Figure 1. Port wiring (run 1).
Scale bar: 20 um.
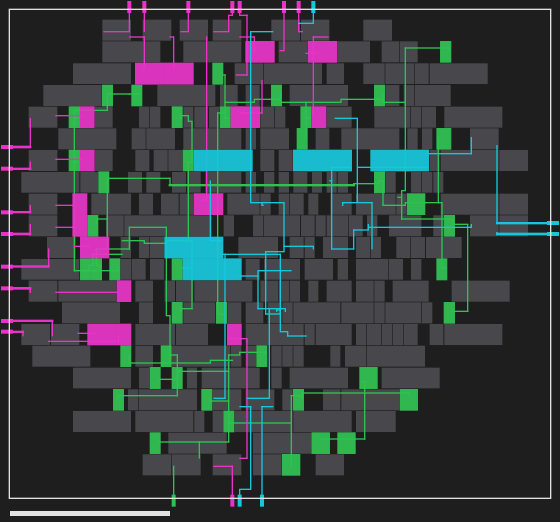
Figure 2. Cell placement (run 1).
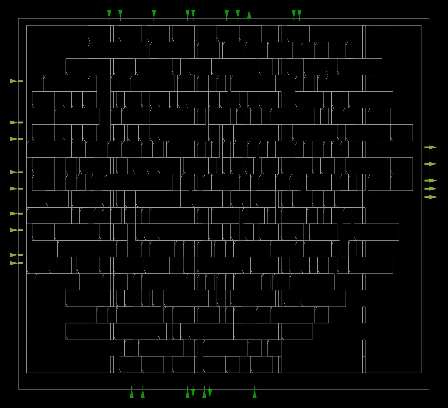
Figure 3. Placed cells, one colour a class (run 1).
Fill, decap, tap and diode cells in grey.
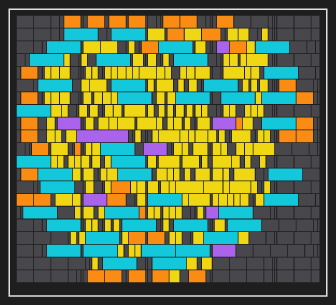
Figure 4. Routed metal, one colour a layer (run 1).
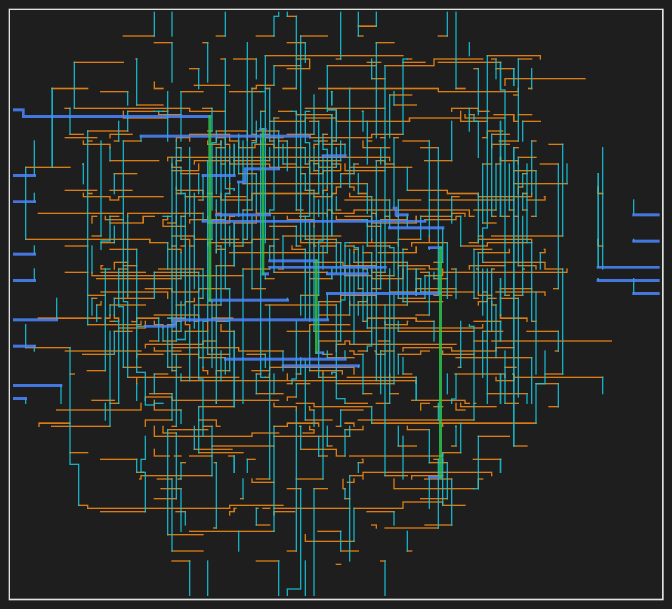
### src/rtl/snes_pad_pkg.sv
// Shared definitions for the SNES pad responder and its helpers.
package snes_pad_pkg;

    localparam int NBITS_DEFAULT = 16;

    localparam logic [1:0] MODE_PASS    = 2'b00;
    localparam logic [1:0] MODE_REPLACE = 2'b01;
    localparam logic [1:0] MODE_MERGE   = 2'b10;

    typedef enum logic [1:0] {
        ST_IDLE,
        ST_LOAD,
        ST_SHIFT,
        ST_FILL
    } state_e;

    // Active-low line value for one bit: inj is the injected press (1 = pressed),
    // pad is the synchronized real pad line. Mode 11 falls back to passthrough.
    function automatic logic form_bit(input logic [1:0] mode, input logic inj, input logic pad);
        case (mode)
            MODE_REPLACE: return ~inj;
            MODE_MERGE:   return pad & ~inj;
            default:      return pad;
        endcase
    endfunction

endpackage

### src/rtl/snes_pad_tx_if.sv
// Console port pins plus injection controls and status of the pad responder.
interface snes_pad_tx_if #(
    parameter int NBITS = 16
);
    logic             CTRL_LATCH_i;
    logic             CTRL_CLK_i;
    logic             CTRL_SDATA_i;
    logic [1:0]       mode_i;
    logic [NBITS-1:0] pdata_i;
    logic             CTRL_SDATA_o;
    logic [4:0]       bit_idx_o;
    logic             busy_o;
    logic             frame_done_o;

    modport slave (
        input  CTRL_LATCH_i, CTRL_CLK_i, CTRL_SDATA_i, mode_i, pdata_i,
        output CTRL_SDATA_o, bit_idx_o, busy_o, frame_done_o
    );

    modport master (
        output CTRL_LATCH_i, CTRL_CLK_i, CTRL_SDATA_i, mode_i, pdata_i,
        input  CTRL_SDATA_o, bit_idx_o, busy_o, frame_done_o
    );
endinterface

### src/rtl/snes_pad_sync.sv
// Single-bit synchronizer with rise/fall detection on the synchronized copy.
// Edges are suppressed until the chain and the history flop hold real samples
// after reset, so a level already present at reset release is not an edge.
module snes_pad_sync #(
    parameter int   STAGES  = 2,
    parameter logic RST_VAL = 1'b0
) (
    input  logic clk,
    input  logic rst,
    input  logic d_i,
    output logic q_o,
    output logic rise_o,
    output logic fall_o
);
    logic [STAGES-1:0] sync_q, sync_d;
    logic              prev_q, prev_d;
    logic [STAGES:0]   arm_q, arm_d;

    // Next values: shift the pin in, remember last synced value, fill arm mask
    always_comb begin
        sync_d = {sync_q[STAGES-2:0], d_i};
        prev_d = sync_q[STAGES-1];
        arm_d  = {arm_q[STAGES-1:0], 1'b1};
    end

    // Registers with synchronous reset
    always_ff @(posedge clk) begin
        if (rst) begin
            sync_q <= {STAGES{RST_VAL}};
            prev_q <= RST_VAL;
            arm_q  <= '0;
        end else begin
            sync_q <= sync_d;
            prev_q <= prev_d;
            arm_q  <= arm_d;
        end
    end

    assign q_o    = sync_q[STAGES-1];
    assign rise_o = arm_q[STAGES] &  q_o & ~prev_q;
    assign fall_o = arm_q[STAGES] & ~q_o &  prev_q;

endmodule

### src/rtl/snes_pad_tx.sv
// Console-facing SNES pad responder: answers latch/clock polling with a
// passthrough, injected or merged 16-bit button word on the active-low line.
module snes_pad_tx
    import snes_pad_pkg::*;
#(
    parameter int   NBITS       = NBITS_DEFAULT,
    parameter int   SYNC_STAGES = 2,
    parameter logic FILL_LEVEL  = 1'b0
) (
    input logic          CLK_i,
    input logic          RST_i,
    snes_pad_tx_if.slave pad
);
    localparam logic [4:0] LAST = 5'(NBITS);

    logic latch_s, latch_rise, latch_fall;
    logic clk_s, clk_rise, clk_fall;
    logic sdata_s, sdata_rise, sdata_fall;

    snes_pad_sync #(.STAGES(SYNC_STAGES), .RST_VAL(1'b0)) u_sync_latch (
        .clk(CLK_i), .rst(RST_i), .d_i(pad.CTRL_LATCH_i),
        .q_o(latch_s), .rise_o(latch_rise), .fall_o(latch_fall)
    );
    snes_pad_sync #(.STAGES(SYNC_STAGES), .RST_VAL(1'b1)) u_sync_clk (
        .clk(CLK_i), .rst(RST_i), .d_i(pad.CTRL_CLK_i),
        .q_o(clk_s), .rise_o(clk_rise), .fall_o(clk_fall)
    );
    snes_pad_sync #(.STAGES(SYNC_STAGES), .RST_VAL(1'b1)) u_sync_sdata (
        .clk(CLK_i), .rst(RST_i), .d_i(pad.CTRL_SDATA_i),
        .q_o(sdata_s), .rise_o(sdata_rise), .fall_o(sdata_fall)
    );

    logic unused_sync;
    assign unused_sync = ^{latch_s, clk_s, clk_fall, sdata_rise, sdata_fall};

    state_e           state_q, state_d;
    logic [4:0]       idx_q, idx_d;
    logic [NBITS-1:0] word_q, word_d;
    logic [1:0]       mode_q, mode_d;
    logic             out_q, out_d;
    logic             busy_q, busy_d;
    logic             done_q, done_d;
    logic [NBITS-1:0] word_sh;

    // State register and all registered outputs
    always_ff @(posedge CLK_i) begin
        if (RST_i) begin
            state_q <= ST_IDLE;
            idx_q   <= '0;
            word_q  <= '0;
            mode_q  <= MODE_PASS;
            out_q   <= 1'b1;
            busy_q  <= 1'b0;
            done_q  <= 1'b0;
        end else begin
            state_q <= state_d;
            idx_q   <= idx_d;
            word_q  <= word_d;
            mode_q  <= mode_d;
            out_q   <= out_d;
            busy_q  <= busy_d;
            done_q  <= done_d;
        end
    end

    // Next state, capture, index advance; outputs derive from next-state values
    // so the line reflects a new bit in the same cycle the index moves.
    always_comb begin
        state_d = state_q;
        idx_d   = idx_q;
        word_d  = word_q;
        mode_d  = mode_q;
        done_d  = 1'b0;
        if (latch_rise) begin
            // Latch rise wins over any coincident clock rise, from any state
            state_d = ST_LOAD;
            idx_d   = '0;
            word_d  = pad.pdata_i;
            mode_d  = pad.mode_i;
        end else begin
            case (state_q)
                ST_LOAD: begin
                    if (latch_fall) begin
                        state_d = ST_SHIFT;
                        // Clock rise on the latch-fall cycle is the first shift
                        if (clk_rise) idx_d = 5'd1;
                    end
                end
                ST_SHIFT: begin
                    if (clk_rise) begin
                        idx_d = idx_q + 5'd1;
                        if (idx_d == LAST) begin
                            state_d = ST_FILL;
                            done_d  = 1'b1;
                        end
                    end
                end
                default: ;
            endcase
        end

        word_sh = word_d >> idx_d;
        case (state_d)
            ST_IDLE: out_d = 1'b1;
            ST_FILL: out_d = FILL_LEVEL;
            default: out_d = form_bit(mode_d, word_sh[0], sdata_s);
        endcase
        busy_d = (state_d == ST_LOAD) || (state_d == ST_SHIFT);
    end

    assign pad.CTRL_SDATA_o = out_q;
    assign pad.bit_idx_o    = idx_q;
    assign pad.busy_o       = busy_q;
    assign pad.frame_done_o = done_q;

endmodule

### src/flat_wrapper.sv
// flat-port wrapper written by rule: the top's interface ports become plain ports
module snes_pad_tx_flat import snes_pad_pkg::*;
#(
    parameter int   NBITS       = NBITS_DEFAULT,
    parameter int   SYNC_STAGES = 2,
    parameter logic FILL_LEVEL  = 1'b0
)
  (CLK_i, RST_i, pad_CTRL_LATCH_i, pad_CTRL_CLK_i, pad_CTRL_SDATA_i, pad_mode_i, pad_pdata_i, pad_CTRL_SDATA_o, pad_bit_idx_o, pad_busy_o, pad_frame_done_o);
  snes_pad_tx_if #(.NBITS(NBITS)) pad_i ();
  input logic CLK_i;
  input logic RST_i;
  input wire logic [$bits(pad_i.CTRL_LATCH_i)-1:0] pad_CTRL_LATCH_i;
  input wire logic [$bits(pad_i.CTRL_CLK_i)-1:0] pad_CTRL_CLK_i;
  input wire logic [$bits(pad_i.CTRL_SDATA_i)-1:0] pad_CTRL_SDATA_i;
  input wire logic [$bits(pad_i.mode_i)-1:0] pad_mode_i;
  input wire logic [$bits(pad_i.pdata_i)-1:0] pad_pdata_i;
  output wire logic [$bits(pad_i.CTRL_SDATA_o)-1:0] pad_CTRL_SDATA_o;
  output wire logic [$bits(pad_i.bit_idx_o)-1:0] pad_bit_idx_o;
  output wire logic [$bits(pad_i.busy_o)-1:0] pad_busy_o;
  output wire logic [$bits(pad_i.frame_done_o)-1:0] pad_frame_done_o;
  assign pad_i.CTRL_LATCH_i = pad_CTRL_LATCH_i;
  assign pad_i.CTRL_CLK_i = pad_CTRL_CLK_i;
  assign pad_i.CTRL_SDATA_i = pad_CTRL_SDATA_i;
  assign pad_i.mode_i = pad_mode_i;
  assign pad_i.pdata_i = pad_pdata_i;
  assign pad_CTRL_SDATA_o = pad_i.CTRL_SDATA_o;
  assign pad_bit_idx_o = pad_i.bit_idx_o;
  assign pad_busy_o = pad_i.busy_o;
  assign pad_frame_done_o = pad_i.frame_done_o;
  snes_pad_tx #(.NBITS(NBITS), .SYNC_STAGES(SYNC_STAGES), .FILL_LEVEL(FILL_LEVEL)) u_core (.CLK_i(CLK_i), .RST_i(RST_i), .pad(pad_i));
endmodule
### config.mk
export PLATFORM = sky130hd
export DESIGN_NAME = snes_pad_tx_flat
export DESIGN_NICKNAME = d
export VERILOG_FILES = /design/src/rtl/snes_pad_pkg.sv /design/src/rtl/snes_pad_tx_if.sv /design/src/rtl/snes_pad_sync.sv /design/src/rtl/snes_pad_tx.sv /design/src/flat_wrapper.sv
export SDC_FILE = /design/constraint.sdc
export NUM_CORES = 1
export LEC_CHECK = 0
export ABC_AREA = 1
export CAP_MARGIN = 20
export CORE_ASPECT_RATIO = 0.9
export CORE_UTILIZATION = 50
export CTS_BUF_LIST = sky130_fd_sc_hd__clkbuf_8
export CTS_CLUSTER_SIZE = 12
export DETAILED_ROUTE_END_ITERATION = 8
export GPL_TIMING_DRIVEN = 0
export HOLD_SLACK_MARGIN = 0.02
export PLACE_DENSITY = 0.86
export SKIP_LAST_GASP = 1
export SYNTH_ARGS = -nofsm -noshare
export SYNTH_HDL_FRONTEND = slang
export SYNTH_HIERARCHICAL = 1
export SYNTH_SLANG_ARGS = --single-unit
### constraint.sdc
create_clock -name CLK_i -period 2.6 [get_ports CLK_i]
set_clock_uncertainty 0.1 [all_clocks]
set_input_delay 0.65 -clock CLK_i [delete_from_list [all_inputs] [get_ports CLK_i]]
set_output_delay 0.65 -clock CLK_i [all_outputs]
set_load 0.02 [all_outputs]
==> flow_summary.yaml, run 1 <==
# generated from flow reports
routing:
  routed.top_layer: "met4"
  met3_length_um: 210
  m1WireLength_um: 1730
  drt_pass1_iterations: 4
  first_iter_violations: 79
  drtAntennaViolNets: 0
cells_and_area:
  final_nets: 308
  buf_share: 0.143
  top_register: "u_core/word_q"
  non_clock_buffer_count: 36
  mi_logic_area_um2: 948
  final-seq-area_um2: 841
  final_common_cell: "sky130_fd_sc_hd__dfxtp_1"
  layout.cell_area.non_filler_um2: 2410
  final_layout_size_suffix_gt1_frac: 0.125
  layout.cells.non_filler: 325
  final_layout_top_logic_cells: "sky130_fd_sc_hd__dfxtp_1, sky130_fd_sc_hd__nor2_1, sky130_fd_sc_hd__clkdlybuf4s50_1, sky130_fd_sc_hd__nand2_1, sky130_fd_sc_hd__nand3_1"
  clockNetworkAreaShare: 0.0473
  logic_gates: 167
  final.fill_count: 318
  layout.cells.largest_class: "logic gates"
  comb_share: 0.394
  seq_area_frac: 0.349
  fin_util: 0.650
  n_antenna_cell: 0
worst_setup_path:
  critPathArrivalTime_ps: 2520
  critical_path_required_ps: 2740
  cp_slowest_stage_delay_ps: 340
  path_buffers: 1
  cp_dominant_cell_by_count: "sky130_fd_sc_hd__nand2_1"
  cp-end-kind: "register"
  criticalPathCategory: "register to register"
  crit_path_start_kind: "register"
global_route:
  grt_remaining_overflow: 0
  global_route.usage.met3: 0.0564
  antenna_violations_before_repair: 0
  first_global_vias: 1564
  grt_max_degree: 16
  gr-max-usage-layer: "met2"
  groute.layer.met2.usage: 0.369
  grt_util_met1: 0.251
  grt_first_pass_wirelength_um: 6600
clock_network:
  holdBufCountCts: 0
  root_buffer: "sky130_fd_sc_hd__clkbuf_8"
  clock-sinks: 42
  tritoncts: "yes"
  htreeDepth: 2
  cts.path.max_buffers: 2
  postcts_setup_bufs: 0
  cts_repair_resize_count: 0
  clock.latency.late_pin_ps: 290
logic_synthesis:
  synthesis.instances: 241
  mappedNetlistArea_um2: 1930
  synth_warnings: 6
  syn-num-nets: 271
  syn_area_per_cell_um2: 8.03
timing:
  final_critical_path_setup_slack_ps: 217
  finalSetupViolations: 0
  layout_worst_path_cycle_share: 0.917
  finalCriticalPeriod_ps: 2380
  maxSlewHeadroom: 0.651
  maxClockFrequency_ghz: 0.420
  finalHoldViolCount: 0
  worst_hold_slack_ps: 304
  tns_ps: 0
  worst-slew-pin-transition_ps: 524
  report.final.slew_viol_count: 0
worst_hold_path:
  timing.hold.worst.class: "register to register"
power_and_ir_drop:
  p_clk_frac: 0.408
  powerDensity_nw_per_um2: 523
  leakagePower_uw: 0.000993
  power_uw: 1260
  pwr-share-comb: 0.067
  internal_power_uw: 988
  power.net_switching_uw: 271
placement:
  final_hpwl_dp_um: 2820
  detailed_place.area_um2: 2290
  placed_cells_incl_taps: 317
  post-place-ws_ps: -66.3
  place.port_buffers: 30
  gp_routability_congestion: 0.875
run:
  timing.max_cap.violations: 0
  warnings: 28
outcome:
  result_of_the_run: "finished clean"
die:
  io_pins: 31
  core_area_um2: 3700
  floorplan.tapcells: 46
  die_area_um2: 4120
  die_x_um: 67.6
Notes on Figure 1 above:
Green is `RST_i`, bits 1, direction input, edge bottom, end cells 42, buffers 4, wire 418 um. Cyan is `pad_bit_idx_o`, bits 5, direction output, edge 2 bottom, 2 right, 1 top, end cells 5, buffers 5, wire 255 um. Magenta is `pad_pdata_i`, bits 16, direction input, edge 8 left, 7 top, 1 bottom, end cells 16, buffers 16, wire 179 um.

Notes on Figure 2 above:
FP Rows: 21
flip-flops: 42

Notes on Figure 3 above:
Purple is clock drivers and dummy loads, cells 8, share of their area 4.8%. Cyan is flip-flops, cells 42, share of their area 36%. Yellow is all other logic, cells 193, share of their area 45%. Orange is other buffers and delay cells, cells 36, share of their area 15%.

Notes on Figure 4 above:
Cyan is met2, wire length 1920 um. Orange is met1, wire length 1730 um. Green is met4, wire length 67.3 um. Blue is met3, wire length 210 um.
total routed wirelength: 3930 um
Vias: 1671
drt wl/cell: 12.1 um
combined global-route utilization of all metal layers: 0.220

==> run 1: worst reg2reg max path: stages, from the launching register on <==
cell and delay, ps:
sky130_fd_sc_hd__dfxtp_1 340, sky130_fd_sc_hd__nand2_1 60, sky130_fd_sc_hd__nor2_2 210, sky130_fd_sc_hd__inv_1 150, sky130_fd_sc_hd__ha_1 310, sky130_fd_sc_hd__a21oi_2 180, sky130_fd_sc_hd__nand2_4 120, sky130_fd_sc_hd__nand2_2 170
sky130_fd_sc_hd__nand2_1 90, sky130_fd_sc_hd__nand3_1 100, sky130_fd_sc_hd__nand3_1 90, sky130_fd_sc_hd__nand3_1 80, sky130_fd_sc_hd__nand2_1 70, sky130_fd_sc_hd__nand2_1 60, sky130_fd_sc_hd__nand2_1 50, sky130_fd_sc_hd__nand2_1 50
sky130_fd_sc_hd__nand2_1 50, sky130_fd_sc_hd__nand2_1 40
==> run 1: final timing paths <==
| kind | startpoint | to | slack [ps] | depth (start not counted) |
|---|---|---|---|---|
| setup / recovery | u_core/u_sync_clk/sync_q[1] | u_core/pad.CTRL_SDATA_o | 220 | 17 |
| hold / removal | u_core/u_sync_latch/arm_q[0] | u_core/u_sync_latch/arm_q[1] | 300 | 2 |
| setup reg to reg | u_core/u_sync_clk/sync_q[1] | u_core/pad.CTRL_SDATA_o | 220 | 17 |
| hold reg to reg | u_core/u_sync_latch/arm_q[0] | u_core/u_sync_latch/arm_q[1] | 300 | 2 |
==> run 1: power groups by stage <==
stage / clock network, uW / registers (uW) / logic [uW]
after global routing: 552 / 662 / 93.5
final: 514 / 660 / 84.4
after global placement: 0 / 675 / 82.0
after floorplan: 0 / 675 / 37.2
after detailed placement: 0 / 676 / 84.1
after CTS: 525 / 660 / 84.4
==> inputs of run 2 (changes only) <==
SETUP_SLACK_MARGIN = 0.3   (was default)
Figure 5. Routed metal, one colour a layer (run 2).
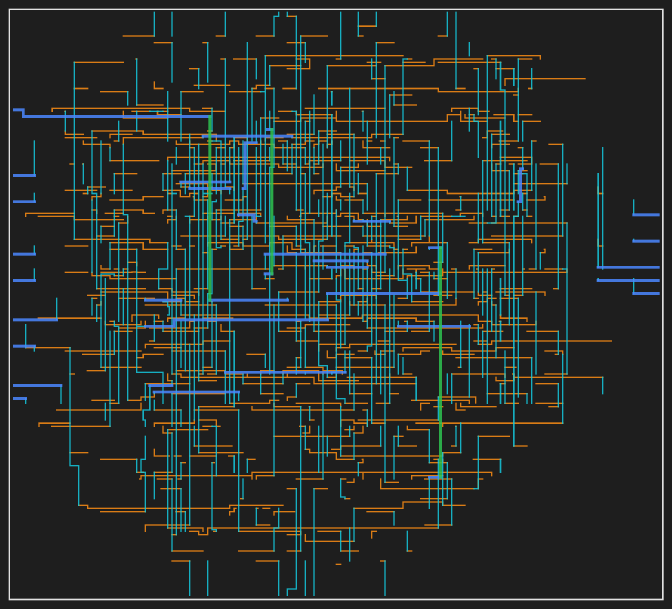
Green is met4, wire length 57.8 um. Orange is met1, wire length 1770 um. Cyan is met2, wire length 1940 um. Blue is met3, wire length 195 um.

Figure 6. Sizing map (run 2).
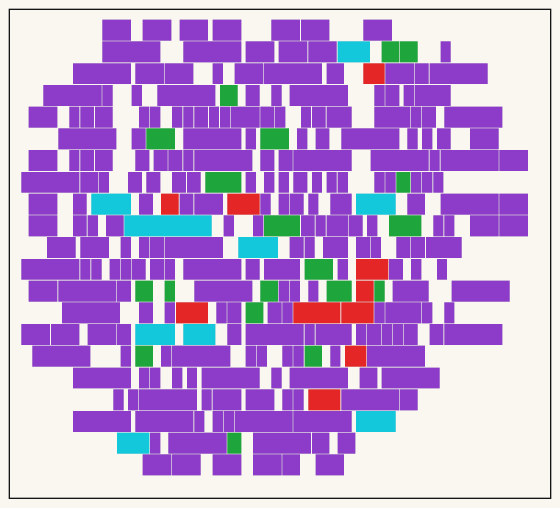
Red is drive 3 to 4, cells 10, most used nand2_4. Purple is drive 1 or less, cells 241, most used dfxtp_1. Green is drive 2, cells 19, most used or2_2. Cyan is drive 6 and up, cells 9, most used clkbuf_8.
finished layout cell area: 2420 um^2
number of non-clock buffers: 36
worst setup slack after layout: 338 ps
Syn-to-layout area delta: 25.3%

==> run 2 against run 1 <==
Setup slack better by 120 ps. Global-route usage did not move. Clock power is essentially flat. Highest routed layer unchanged. Routed wire length is 1.0% higher. Register-to-register slack better by 120 ps. Synthesized cell count did not move. Area after synthesis unchanged. Power about the same. Fmax is 5.4% higher.
==> flow_summary.yaml, run 2 <==
# generated from flow reports
power_and_ir_drop:
  powerDensity_nw_per_um2: 520
  power_uw: 1260
  leakagePower_uw: 0.00100
  ir_worst_vdd_uv: 412
routing:
  drt_pass1_iterations: 4
  viasPerCell: 5.15
  vias: 1675
  first_iter_violations: 101
  drc: 0
  drt-total-wl_um: 3970
  post_drt_wl_per_cell_um: 12.2
  drtAntennaViolNets: 0
outcome:
  result_of_the_run: "finished clean"
cells_and_area:
  final_common_cell: "sky130_fd_sc_hd__dfxtp_1"
  final_nets: 308
  top_register: "u_core/word_q"
  layout.cells.non_filler: 325
  final_layout_size_suffix_gt1_frac: 0.136
  largest_register_ffs: 16
  mi_logic_area_um2: 961
  final-seq-area_um2: 841
  final_layout_top_logic_cells: "sky130_fd_sc_hd__dfxtp_1, sky130_fd_sc_hd__nor2_1, sky130_fd_sc_hd__clkdlybuf4s50_1, sky130_fd_sc_hd__nand2_1, sky130_fd_sc_hd__nand3_1"
  final.fill_count: 319
  n_antenna_cell: 0
clock_network:
  htreeDepth: 2
  number_of_buffers_created_by_cts: 5
  clock.latency.late_pin_ps: 290
  root_buffer: "sky130_fd_sc_hd__clkbuf_8"
  tritoncts: "yes"
  cts.path.max_buffers: 2
  clock-sinks: 42
  clkSlewWorstSetupHoldPaths_ps: 80
  postcts_setup_bufs: 0
timing:
  worst_hold_slack_ps: 304
  maxSlewHeadroom: 0.690
  report.final.slew_viol_count: 0
  finalSetupViolations: 0
  setup_repair_after_global_routing_missed_its_margin: "yes"
  finalHoldViolCount: 0
  tns_ps: 0
  worst-slew-pin-transition_ps: 464
  finalCriticalPeriod_ps: 2260
  maxClockFrequency_ghz: 0.442
  layout_worst_path_cycle_share: 0.870
worst_setup_path:
  cp_slowest_stage_delay_ps: 340
  cp_dominant_cell_by_count: "sky130_fd_sc_hd__nand2_1"
  cp-end-kind: "register"
  criticalPathCategory: "register to register"
  crit_slowest_cell: "sky130_fd_sc_hd__dfxtp_1"
  crit_path_start_kind: "register"
  critical_path_required_ps: 2740
  critPathArrivalTime_ps: 2400
  timing.critical_path.cells: "nand2_1 > nor2_4 > inv_1 > ha_1 > a21oi_2 > nand2_4 > nand2_4 > nand2_1 > nand3_1 > nand3_1 > nand3_1 > nand2_1 > nand2_1 > nand2_1 > nand2_1 > nand2_1 > nand2_1"
  path_buffers: 1
  r2r_start: "u_core/u_sync_clk/sync_q[1]"
  critPathTopFamily: "simple AND/OR/NAND/NOR gates"
  cp-startpoint: "u_core/u_sync_clk/sync_q[1]"
  crit_fanout: 9
placement:
  place.port_buffers: 30
  gp_routability_congestion: 0.875
  final_hpwl_dp_um: 2820
  placed_cells_incl_taps: 317
global_route:
  grt_max_degree: 16
  grt_remaining_overflow: 0
  antenna_violations_before_repair: 0
  grt_first_pass_wirelength_um: 6600
  grt_use_total: 0.220
  first_global_vias: 1564
logic_synthesis:
  syn-num-nets: 271
  synth_warnings: 6
  mappedNetlistArea_um2: 1930
  synthesis.instances: 241
  syn_area_per_cell_um2: 8.03
run:
  warnings: 30
  timing.max_cap.violations: 0
die:
  io_pins: 31
  floorplan.die.height_um: 61.0
  core_area_um2: 3700
  floorplanUtilization: 0.522
  die_x_um: 67.6
  die_area_um2: 4120
  row_count: 21
worst_hold_path:
  timing.hold.worst.class: "register to register"
  hp-start: "u_core/u_sync_latch/arm_q[0]"
==> run 2: cell counts in the layout (fill, tap and decap cells not counted) <==
Identical to the previous run, type by type.
==> run 2: through the flow <==
| stage | instance area (um^2) | util | worst slack (ps) |
|---|---|---|---|
| global route | 2420 | 0.654 | 165 |
| finish | 2420 | 0.654 | 338 |
| global placement | 2290 | 0.619 | -34.5 |
| CTS | 2410 | 0.650 | 272 |
| floorplan | 1930 | - | 525 |
| detailed placement | 2290 | 0.619 | -66.3 |
==> run 2: final timing paths <==
kind | to | cells past startpoint | slack [ps]
max reg2reg | u_core/pad.CTRL_SDATA_o | 17 | 340
min | u_core/u_sync_latch/arm_q[1] | 2 | 300
min reg2reg | u_core/u_sync_latch/arm_q[1] | 2 | 300
max | u_core/pad.CTRL_SDATA_o | 17 | 340
==> run 2: cell type report <==
cell class / count / share of cell area
clock inverters: 3 / 0.0186
multi-input cells: 167 / 0.396
plain buffers: 6 / 0.0196
inverters: 26 / 0.0423
well taps: 46 / 0.0237
repair buffers: 30 / 0.124
clock buffers: 5 / 0.0284
flip-flops and latches: 42 / 0.347
==> run 2: per-layer routing <==
layer  wire length (um)  global-route usage
met5                  0                   0
met4                 57               0.137
met3                195              0.0564
met2               1940               0.369
met1               1770               0.251
==> run 2: where the power goes <==
part / leakage (uW) / internal [uW] / switching, uW
Clock: 0.0000504 / 285 / 228
Combinational: 0.000608 / 47.2 / 38.6
Sequential: 0.000342 / 656 / 4.48
Total: 0.00100 / 989 / 271
==> run 2: repair_timing <==
| action | 4_1_cts | 5_1_grt |
|---|---|---|
| endpoints found under the setup margin | 11 | 13 |
| hold buffers | 0 | 0 |
| resized | 2 | 5 |
==> inputs of run 3 (changes only) <==
SKIP_LAST_GASP = default   (was 1)
Figure 7. Cell placement (run 3).
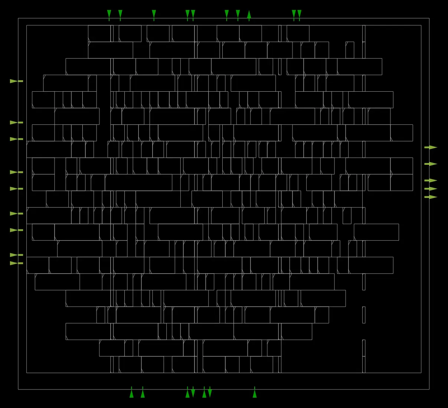
core area: 3700 um^2
Tapcell Cnt: 46
Final Util: 0.654
share of the final layout cell area in sequential cells: 0.347

Figure 8. Sizing map (run 3).
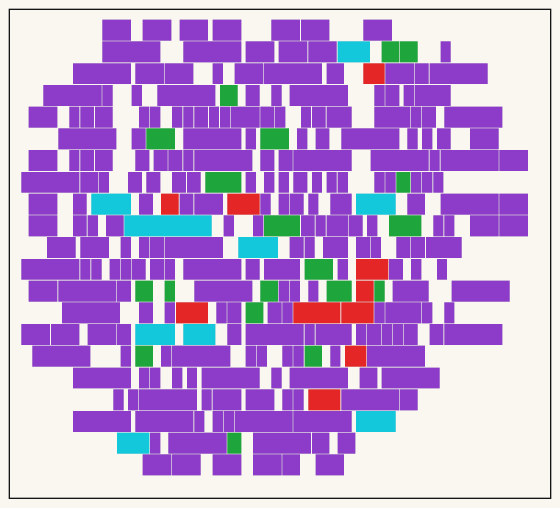
Green is drive 2, cells 19, most used or2_2. Red is drive 3 to 4, cells 10, most used nand2_4. Cyan is drive 6 and up, cells 9, most used clkbuf_8. Purple is drive 1 or less, cells 241, most used dfxtp_1.

==> run 3 against run 2 <==
Sequential power barely moved. Combinational power barely moved. Non-clock buffer count did not move. Clock power barely moved. Highest routed layer unchanged. Setup slack did not move. Critical endpoint unchanged. Power did not move. Via count did not move. Global-route usage did not move.
==> flow_summary.yaml, run 3 <==
# generated from flow reports
placement:
  gp_routability_congestion: 0.875
  placed_cells_incl_taps: 317
  place.port_buffers: 30
  detailed_place.area_um2: 2290
  final_hpwl_dp_um: 2820
clock_network:
  htreeDepth: 2
  postcts_setup_bufs: 0
  holdBufCountCts: 0
  clock.latency.late_pin_ps: 290
  cts.path.max_buffers: 2
  root_buffer: "sky130_fd_sc_hd__clkbuf_8"
  clock-sinks: 42
  tritoncts: "yes"
  number_of_buffers_created_by_cts: 5
  clkSlewWorstSetupHoldPaths_ps: 80
worst_setup_path:
  worst_setup_path_endpoint: "u_core/pad.CTRL_SDATA_o"
  critPathTopFamily: "simple AND/OR/NAND/NOR gates"
  crit_path_start_kind: "register"
  critPathArrivalTime_ps: 2400
  crit_cells: 17
  timing.critical_path.cells: "nand2_1 > nor2_4 > inv_1 > ha_1 > a21oi_2 > nand2_4 > nand2_4 > nand2_1 > nand3_1 > nand3_1 > nand3_1 > nand2_1 > nand2_1 > nand2_1 > nand2_1 > nand2_1 > nand2_1"
  crit_slowest_cell: "sky130_fd_sc_hd__dfxtp_1"
  path_buffers: 1
  crit_fanout: 9
  r2r_start: "u_core/u_sync_clk/sync_q[1]"
  cp_dominant_cell_by_count: "sky130_fd_sc_hd__nand2_1"
  cp-end-kind: "register"
  critical_path_required_ps: 2740
  ff2ff_setup_slack_ps: 340
  criticalPathCategory: "register to register"
  regToRegEndpoint: "u_core/pad.CTRL_SDATA_o"
  cp_slowest_stage_delay_ps: 340
  cp-startpoint: "u_core/u_sync_clk/sync_q[1]"
  r2r.worst_path.cells: 17
routing:
  drtAntennaViolNets: 0
  post_drt_wl_per_cell_um: 12.2
  first_iter_violations: 101
  drc: 0
  drt_pass1_iterations: 4
  drt-total-wl_um: 3970
  vias: 1675
  viasPerCell: 5.15
logic_synthesis:
  syn_area_per_cell_um2: 8.03
  synthesis.instances: 241
  mappedNetlistArea_um2: 1930
  syn-num-nets: 271
  synth_warnings: 6
global_route:
  first_global_vias: 1564
  grt_remaining_overflow: 0
  antenna_violations_before_repair: 0
  grt_use_total: 0.220
  grt_first_pass_wirelength_um: 6600
  grt_max_degree: 16
outcome:
  result_of_the_run: "finished clean"
power_and_ir_drop:
  leakagePower_uw: 0.00100
  powerDensity_nw_per_um2: 520
  ir_worst_vdd_uv: 412
cells_and_area:
  non_clock_buffer_count: 36
  num-clock-buffers: 5
  top_register: "u_core/word_q"
  final_common_cell: "sky130_fd_sc_hd__dfxtp_1"
  layout.non_clock_inverters: 26
  largest_register_ffs: 16
  n_antenna_cell: 0
  final_nets: 308
  layout.cells.largest_class: "logic gates"
  syn_to_final_growth_pct: 25.3
  mi_logic_area_um2: 961
  final-seq-area_um2: 841
  layout.cells.non_filler: 325
  layout.cell_area.non_filler_um2: 2420
  comb_share: 0.396
  sequential_cell_total: 42
  logic_gates: 167
  clockNetworkAreaShare: 0.0470
  final_layout_size_suffix_gt1_frac: 0.136
  final_layout_top_logic_cells: "sky130_fd_sc_hd__dfxtp_1, sky130_fd_sc_hd__nor2_1, sky130_fd_sc_hd__clkdlybuf4s50_1, sky130_fd_sc_hd__nand2_1, sky130_fd_sc_hd__nand3_1"
  buf_share: 0.144
  final.fill_count: 319
timing:
  maxClockFrequency_ghz: 0.442
  finalSetupViolations: 0
  finalHoldViolCount: 0
  finalCriticalPeriod_ps: 2260
  maxSlewHeadroom: 0.690
  report.final.slew_viol_count: 0
  worst-slew-pin-transition_ps: 464
  setup_repair_after_global_routing_missed_its_margin: "yes"
  layout_worst_path_cycle_share: 0.870
die:
  row_count: 21
  die_area_um2: 4120
  io_pins: 31
  floorplanUtilization: 0.522
  die_x_um: 67.6
  floorplan.die.height_um: 61.0
worst_hold_path:
  timing.hold.worst.class: "register to register"
  worstHoldEndpoint: "u_core/u_sync_latch/arm_q[1]"
  hp-start: "u_core/u_sync_latch/arm_q[0]"
  worstHoldPathCells: 2
run:
  warnings: 30
  timing.max_cap.violations: 0
==> run 3: what timing repair did <==
item,in CTS,in global routing
resized,2,5
hold endpoints to repair,0,0
endpoints found under the setup margin,11,13
==> run 3: layer usage <==
metal	GRT usage	vias up	wire, um
met3	0.0564	7	195
met1	0.251	758	1770
met2	0.369	52	1940
met4	0.137	0	57
met5	0	-	0
li1	-	858	-
==> run 3: per-stage QoR <==
stage,hold WS (ps),power (uW),setup TNS [ps],utilization,setup slack (ps)
finish,304,1260,0,0.654,338
CTS,305,1270,0,0.650,272
floorplan,283,713,0,-,525
global route,323,1310,0,0.654,165
detailed placement,292,760,-558,0.619,-66.3
global placement,290,757,-291,0.619,-34.5
==> run 3: worst register-to-register path: stages, from the launching register on <==
cell,delay [ps]
sky130_fd_sc_hd__dfxtp_1,340
sky130_fd_sc_hd__nand2_1,80
sky130_fd_sc_hd__nor2_4,150
sky130_fd_sc_hd__inv_1,120
sky130_fd_sc_hd__ha_1,300
sky130_fd_sc_hd__a21oi_2,180
sky130_fd_sc_hd__nand2_4,120
sky130_fd_sc_hd__nand2_4,130
sky130_fd_sc_hd__nand2_1,80
sky130_fd_sc_hd__nand3_1,90
sky130_fd_sc_hd__nand3_1,90
sky130_fd_sc_hd__nand3_1,90
sky130_fd_sc_hd__nand2_1,70
sky130_fd_sc_hd__nand2_1,70
sky130_fd_sc_hd__nand2_1,50
sky130_fd_sc_hd__nand2_1,60
sky130_fd_sc_hd__nand2_1,50
sky130_fd_sc_hd__nand2_1,40
==> run 3: power by group <==
group | total, uW | internal (uW) | switching [uW]
clock | 513 | 285 | 228
sequential | 661 | 656 | 4.48
combinational | 85.8 | 47.2 | 38.6
Power figures rest on the tool's default switching activity, not on a simulated workload.
